`config.mk`:
```
export PLATFORM = sky130hd
export DESIGN_NAME = fp_mul_pipe
export DESIGN_NICKNAME = d
export VERILOG_FILES = /design/src/rtl/fp_mul_pipe.sv
export SDC_FILE = /design/constraint.sdc
export NUM_CORES = 2
export LEC_CHECK = 0
export CORE_MARGIN = 3
export CORE_UTILIZATION = 28
export DETAILED_ROUTE_END_ITERATION = 10
export PLACE_DENSITY_LB_ADDON = 0.12
export RECOVER_POWER = 25
export SLEW_MARGIN = 20
export SYNTH_ARGS = -nofsm -noshare
export SYNTH_HDL_FRONTEND = slang
export SYNTH_SLANG_ARGS = --single-unit
```
`constraint.sdc`:
```
create_clock -name clk -period 10.1 [get_ports clk]
set_input_delay 2.02 -clock clk [delete_from_list [all_inputs] [get_ports clk]]
set_output_delay 2.02 -clock clk [all_outputs]
set_load 0.005 [all_outputs]
```
`src/rtl/fp_mul_pipe.sv`:
```
// Parametrised IEEE-754-style multiplier: 3-stage pipeline (classify / multiply / normalise-round-pack).
// Build option: define FP_MUL_RNE_EN for round-to-nearest-even, otherwise truncate (round toward zero).
module fp_mul_pipe #(
  parameter int EXP_W = 8,
  parameter int MAN_W = 23
) (
  input  logic                   clk,
  input  logic                   rst_n,
  input  logic                   in_valid,
  output logic                   in_ready,
  input  logic [EXP_W+MAN_W:0]   a,
  input  logic [EXP_W+MAN_W:0]   b,
  output logic                   out_valid,
  input  logic                   out_ready,
  output logic [EXP_W+MAN_W:0]   c,
  output logic [3:0]             flags
);

  localparam int FW   = 1 + EXP_W + MAN_W;
  localparam int EW   = EXP_W + 2;
  localparam int MW   = MAN_W + 1;
  localparam int PW   = 2 * MAN_W + 2;
  localparam int LZW  = $clog2(PW + 1);
  localparam int BIAS = (1 << (EXP_W - 1)) - 1;
  localparam int EMAX = (1 << EXP_W) - 1;
  localparam logic signed [EW-1:0] EMAX_S = EW'(EMAX);

  typedef enum logic [1:0] {CLS_FINITE, CLS_NAN, CLS_INF, CLS_ZERO} cls_e;

  typedef struct packed {
    logic                 s;
    cls_e                 cls;
    logic signed [EW-1:0] e;
  } ctl_t;

  // ---------------- Stage 1: unpack / classify ----------------
  logic [EXP_W-1:0] w_ea, w_eb, w_ea_eff, w_eb_eff;
  logic [MAN_W-1:0] w_fa, w_fb;
  logic [MW-1:0]    w_ma, w_mb;
  logic             w_a_nan, w_b_nan, w_a_inf, w_b_inf, w_a_zero, w_b_zero;
  logic             w_advance;
  ctl_t             w_ctl1;

  assign w_ea = a[FW-2:MAN_W];
  assign w_eb = b[FW-2:MAN_W];
  assign w_fa = a[MAN_W-1:0];
  assign w_fb = b[MAN_W-1:0];

  assign w_a_nan  = (&w_ea) && (|w_fa);
  assign w_b_nan  = (&w_eb) && (|w_fb);
  assign w_a_inf  = (&w_ea) && !(|w_fa);
  assign w_b_inf  = (&w_eb) && !(|w_fb);
  assign w_a_zero = !(|w_ea) && !(|w_fa);
  assign w_b_zero = !(|w_eb) && !(|w_fb);

  // Subnormal operands have no hidden bit but share the exponent of the smallest normal.
  assign w_ma     = {|w_ea, w_fa};
  assign w_mb     = {|w_eb, w_fb};
  assign w_ea_eff = (|w_ea) ? w_ea : EXP_W'(1);
  assign w_eb_eff = (|w_eb) ? w_eb : EXP_W'(1);

  // NOTE: every always_comb output gets a default first so no path can leave it unassigned (no latch).
  always_comb begin
    w_ctl1.s   = a[FW-1] ^ b[FW-1];
    w_ctl1.e   = EW'(w_ea_eff) + EW'(w_eb_eff) - EW'(BIAS);
    w_ctl1.cls = CLS_FINITE;
    if (w_a_nan || w_b_nan || (w_a_inf && w_b_zero) || (w_a_zero && w_b_inf))
      w_ctl1.cls = CLS_NAN;
    else if (w_a_inf || w_b_inf)
      w_ctl1.cls = CLS_INF;
    else if (w_a_zero || w_b_zero)
      w_ctl1.cls = CLS_ZERO;
  end

  // Global stall: everything moves together whenever the output slot is free or being drained.
  assign w_advance = !out_valid || out_ready;
  assign in_ready  = w_advance;

  // ---------------- Pipeline registers ----------------
  logic          r_v1, r_v2, r_out_valid;
  ctl_t          r_ctl1, r_ctl2;
  logic [MW-1:0] r_ma1, r_mb1;
  logic [PW-1:0] r_p2;
  logic [FW-1:0] r_c, w_c;
  logic [3:0]    r_flags, w_flags;

  // NOTE: sequential state uses non-blocking assignments so every stage samples pre-edge values.
  always_ff @(posedge clk or negedge rst_n) begin
    if (!rst_n) begin
      r_v1        <= 1'b0;
      r_v2        <= 1'b0;
      r_out_valid <= 1'b0;
      r_c         <= '0;
      r_flags     <= '0;
    end else if (w_advance) begin
      r_v1        <= in_valid;
      r_v2        <= r_v1;
      r_out_valid <= r_v2;
      if (r_v2) begin
        r_c     <= w_c;
        r_flags <= w_flags;
      end
    end
  end

  // NOTE: datapath registers carry no reset; their contents are only ever used under a set valid bit.
  always_ff @(posedge clk) begin
    if (w_advance) begin
      if (in_valid) begin
        r_ctl1 <= w_ctl1;
        r_ma1  <= w_ma;
        r_mb1  <= w_mb;
      end
      if (r_v1) begin
        r_ctl2 <= r_ctl1;
        r_p2   <= PW'(r_ma1) * PW'(r_mb1);
      end
    end
  end

  // ---------------- Stage 3: normalise / round / pack ----------------
  function automatic logic [LZW-1:0] count_lz(input logic [PW-1:0] v);
    logic [LZW-1:0] n;
    n = LZW'(PW);
    for (int i = 0; i < PW; i++)
      if (v[i]) n = LZW'(PW - 1 - i);
    return n;
  endfunction

  logic [LZW-1:0]       w_lz;
  logic [PW-2:0]        w_norm;
  logic [MAN_W-1:0]     w_man;
  logic                 w_guard, w_sticky, w_rnd_up;
  logic [MAN_W:0]       w_man_sum;
  logic signed [EW-1:0] w_e_n, w_e_r;
  logic [FW-1:0]        w_ovf_c;

  // After the shift the leading one sits at bit PW-1 (dropped); exponent is e+1-lz.
  assign w_lz     = count_lz(r_p2);
  assign w_norm   = (PW-1)'(r_p2 << w_lz);
  assign w_e_n    = r_ctl2.e + EW'(1) - EW'(w_lz);
  assign w_man    = w_norm[PW-2 -: MAN_W];
  assign w_guard  = w_norm[MAN_W];
  assign w_sticky = |w_norm[MAN_W-1:0];

`ifdef FP_MUL_RNE_EN
  assign w_rnd_up = w_guard && (w_sticky || w_man[0]);
  assign w_ovf_c  = {r_ctl2.s, {EXP_W{1'b1}}, {MAN_W{1'b0}}};
`else
  assign w_rnd_up = 1'b0;
  assign w_ovf_c  = {r_ctl2.s, {(EXP_W-1){1'b1}}, 1'b0, {MAN_W{1'b1}}};
`endif

  // A carry out of the mantissa leaves it all-zero, i.e. 1.0 at the next exponent.
  assign w_man_sum = {1'b0, w_man} + (MAN_W+1)'(w_rnd_up);
  assign w_e_r     = w_e_n + EW'(w_man_sum[MAN_W]);

  always_comb begin
    w_c     = '0;
    w_flags = '0;
    case (r_ctl2.cls)
      CLS_NAN: begin
        w_c     = {1'b0, {EXP_W{1'b1}}, 1'b1, {(MAN_W-1){1'b0}}};
        w_flags = 4'b1000;
      end
      CLS_INF:  w_c = {r_ctl2.s, {EXP_W{1'b1}}, {MAN_W{1'b0}}};
      CLS_ZERO: w_c = {r_ctl2.s, {(FW-1){1'b0}}};
      CLS_FINITE: begin
        if (w_e_r >= EMAX_S) begin
          w_c     = w_ovf_c;
          w_flags = 4'b0101;
        end else if (w_e_r[EW-1] || (w_e_r == '0)) begin
          w_c     = {r_ctl2.s, {(FW-1){1'b0}}};
          w_flags = 4'b0011;
        end else begin
          w_c     = {r_ctl2.s, w_e_r[EXP_W-1:0], w_man_sum[MAN_W-1:0]};
          w_flags = {3'b000, w_guard | w_sticky};
        end
      end
      default: ;
    endcase
  end

  assign out_valid = r_out_valid;
  assign c         = r_c;
  assign flags     = r_flags;

endmodule
```
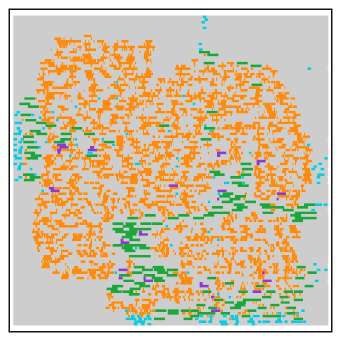
Figure 1: cells colored by class.
Scale: 1 px per µm. Fill, decap, tap and diode cells in gray.
[other buffers and delay cells] cyan | cells: 152 | share of their area: 4.9%
[flops] green | cells: 161 | share of their area: 16%
[combinational and other logic] orange | cells: 2641 | share of their area: 77%
[clock drivers and dummy loads] purple | cells: 32 | share of their area: 1.9%

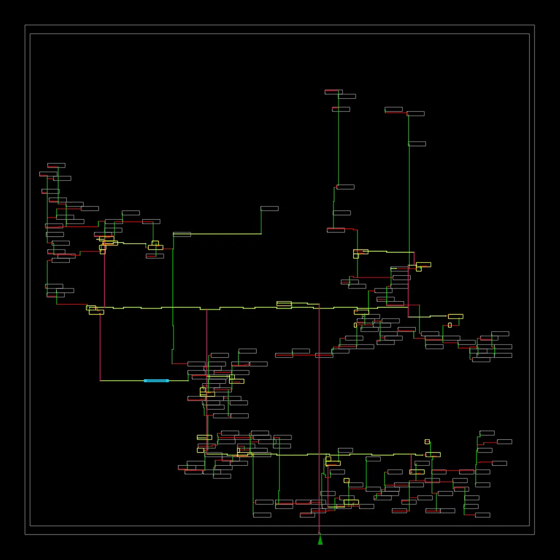
Figure 2: clock routing.
flop count: 161
clock sink total: 161
clock skew: 25.09 ps
clock tree buffer count of the final layout: 19
clock buffers created by TritonCTS: 17

==> Table 3: Implementation characteristics <==
Physical design parameters

Parameter                              Value

STA
  Final Max Tran Viols    40
  Final-layout worst hold slack    423.6 ps
  Least setup slack across all paths after layout    1508 ps
  Setup Total Neg Slack    0 ps
  Max-slew headroom    -47.53%
  Worst Max-Slew Pin Slew    2213 ps
  Setup repair after global routing missed its margin    no
  Crit share post-route    85.07%
  Minimum clock period after layout    8592 ps
  Count of endpoints failing setup in the final report    0

Synth
  Main area contributors    fa_1, edfxtp_1, ha_1
  #FFs+latches synth    161
  Commonest cells in the netlist    inv_1, fa_1, nand2_1
  Most common cell in the synthesized netlist    inv_1
  Chip area from the yosys synthesis statistics    27790 µm²
  Post-synthesis cell type count    75
  Cell area after synthesis    27790 µm²
  Yosys warns    0
  Fraction of synthesized cell area taken by the top area cell type    34.86%
  Ao+oa area frac    7.298%
  Simple share    15.40%
  Flip-flops with a built-in enable    122
  Fraction of registers with async set/reset    24.22%
  Commonest flop    edfxtp_1
  Instance count of the mapped netlist    2956
  Post-synthesis average cell area    9.402 µm²
  XOR Share, Synth    1.796%
  Largest family of logic cells by area    adder cells

Worst setup path
  Buffers plus inverters on the worst setup path    3
  Worst Reg-to-Reg Cells    24
  Critical Path End Type    flop
  FF-to-FF setup slack    1510 ps
  Startpoint of the lowest-slack register-to-register path    r_mb1[3]
  Startpoint type of the worst setup path    flop
  RR Endpoint    r_p2[47]
  Worst setup path startpoint    r_mb1[3]
  Largest stage delay on the critical path    980 ps
  Kind of critical path    reg2reg
  Capturing element of the worst setup path    r_p2[47]
  Maximum fanout along the worst path    24
  Crit-path leading delay family    adder cells
  Cell with the most instances on the worst path    fa_1
  Cell with the largest stage delay on the worst path    edfxtp_1
  Number of stages on the worst setup path    24

Placed design
  Setup Slack @ Placement    1571 ps
  Final HPWL DP    72.09 mm
  Global placement routability congestion    0.8414
  Port buffer count    105
  Area of placed instances    30190 µm²

Outcome
  Violations in the final reports    capacitance limit, slew limit
  Outcome    finished, violations left

Floorplanning
  Vertical die dimension    321.1 µm
  Area of the core    97560 µm²
  Top-level port count    106
  Fp_density    28.49%

Detailed routing
  Router iterations before antenna repair    5
  Detailed-route wire length per cell    21.13 µm
  Number of vias in the routed layout    20750
  DRC errors left    0
  Routed wire length    90.06 mm
  Number of nets with antenna violations after detailed routing    0

Global routing
  Global routing usage summed across all routing layers    17.76%
  Number of antenna violations at the first check in global routing    3
  Via count of the first global-routing pass    22450
  First-pass GRT wire length    138.3 mm
  Remaining global-route overflow    0

Clocking
  Latest clock arrival within the worst-skew pair    500 ps
  Htree depth    4
  CTS clk-pin slew, worst paths    80 ps
  CTS root buffer    clkbuf_16
  Setup Fix Bufs, Post-CTS    0
  # resized after CTS    0
  Clock tree from TritonCTS    yes
  Largest buffer count on any clock path    2

Cells and area
  Relative area change from synthesis to final layout    10.63%
  Layout cell share with drive strength beyond 1    3.650%
  Post-route insts no fill    4263
  Commonest non-fill, non-tap cell in the layout    inv_1
  Core utilization of the finished layout    31.52%

Job
  Tool warnings    26
  Tally of max-capacitance violations    1

Min path
  Hold Path Depth    0
  Endpoint, Worst Hold    r_ctl2[8]
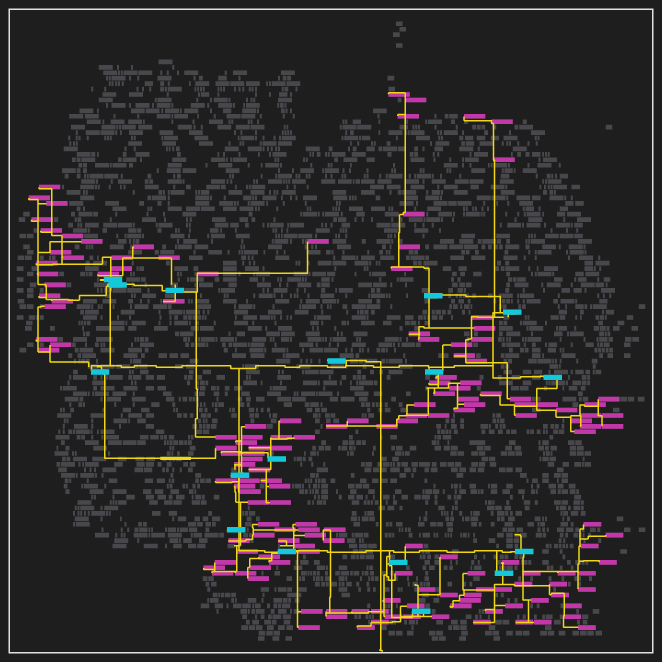
Figure 3: clock distribution.
Scale: 2 px per µm.
[clock drivers] cyan | count: 17
[flip-flops] magenta | count: 161
[clock wires] yellow | length: 3260 µm
routed clock nets: 18

==> state kept, by name (all words and copies together) (netlist names) <==
register   count
r_p2          48
c             32
r_ma1         24
r_mb1         24
r_ctl1        13
r_ctl2        13
flags          4
out_valid      1
r_v1           1
r_v2           1
==> per-layer routing <==
metal	vias up	GRT usage, %	wire [µm]
li1	9389	-	-
met4	2	4.782	2287
met2	535	28.63	41850
met3	97	3.435	5110
met1	10720	24.43	40790
met5	-	0	13
==> area by class of cell <==
type / count / area share (%)
clock inverters: 13 / 0.4028
flip-flops and latches: 161 / 15.09
clock buffers: 19 / 1.408
repair buffers: 152 / 4.606
inverters: 524 / 6.405
multi-input cells: 2117 / 66.89
well taps: 1276 / 5.192
diodes: 1 / 0.008138
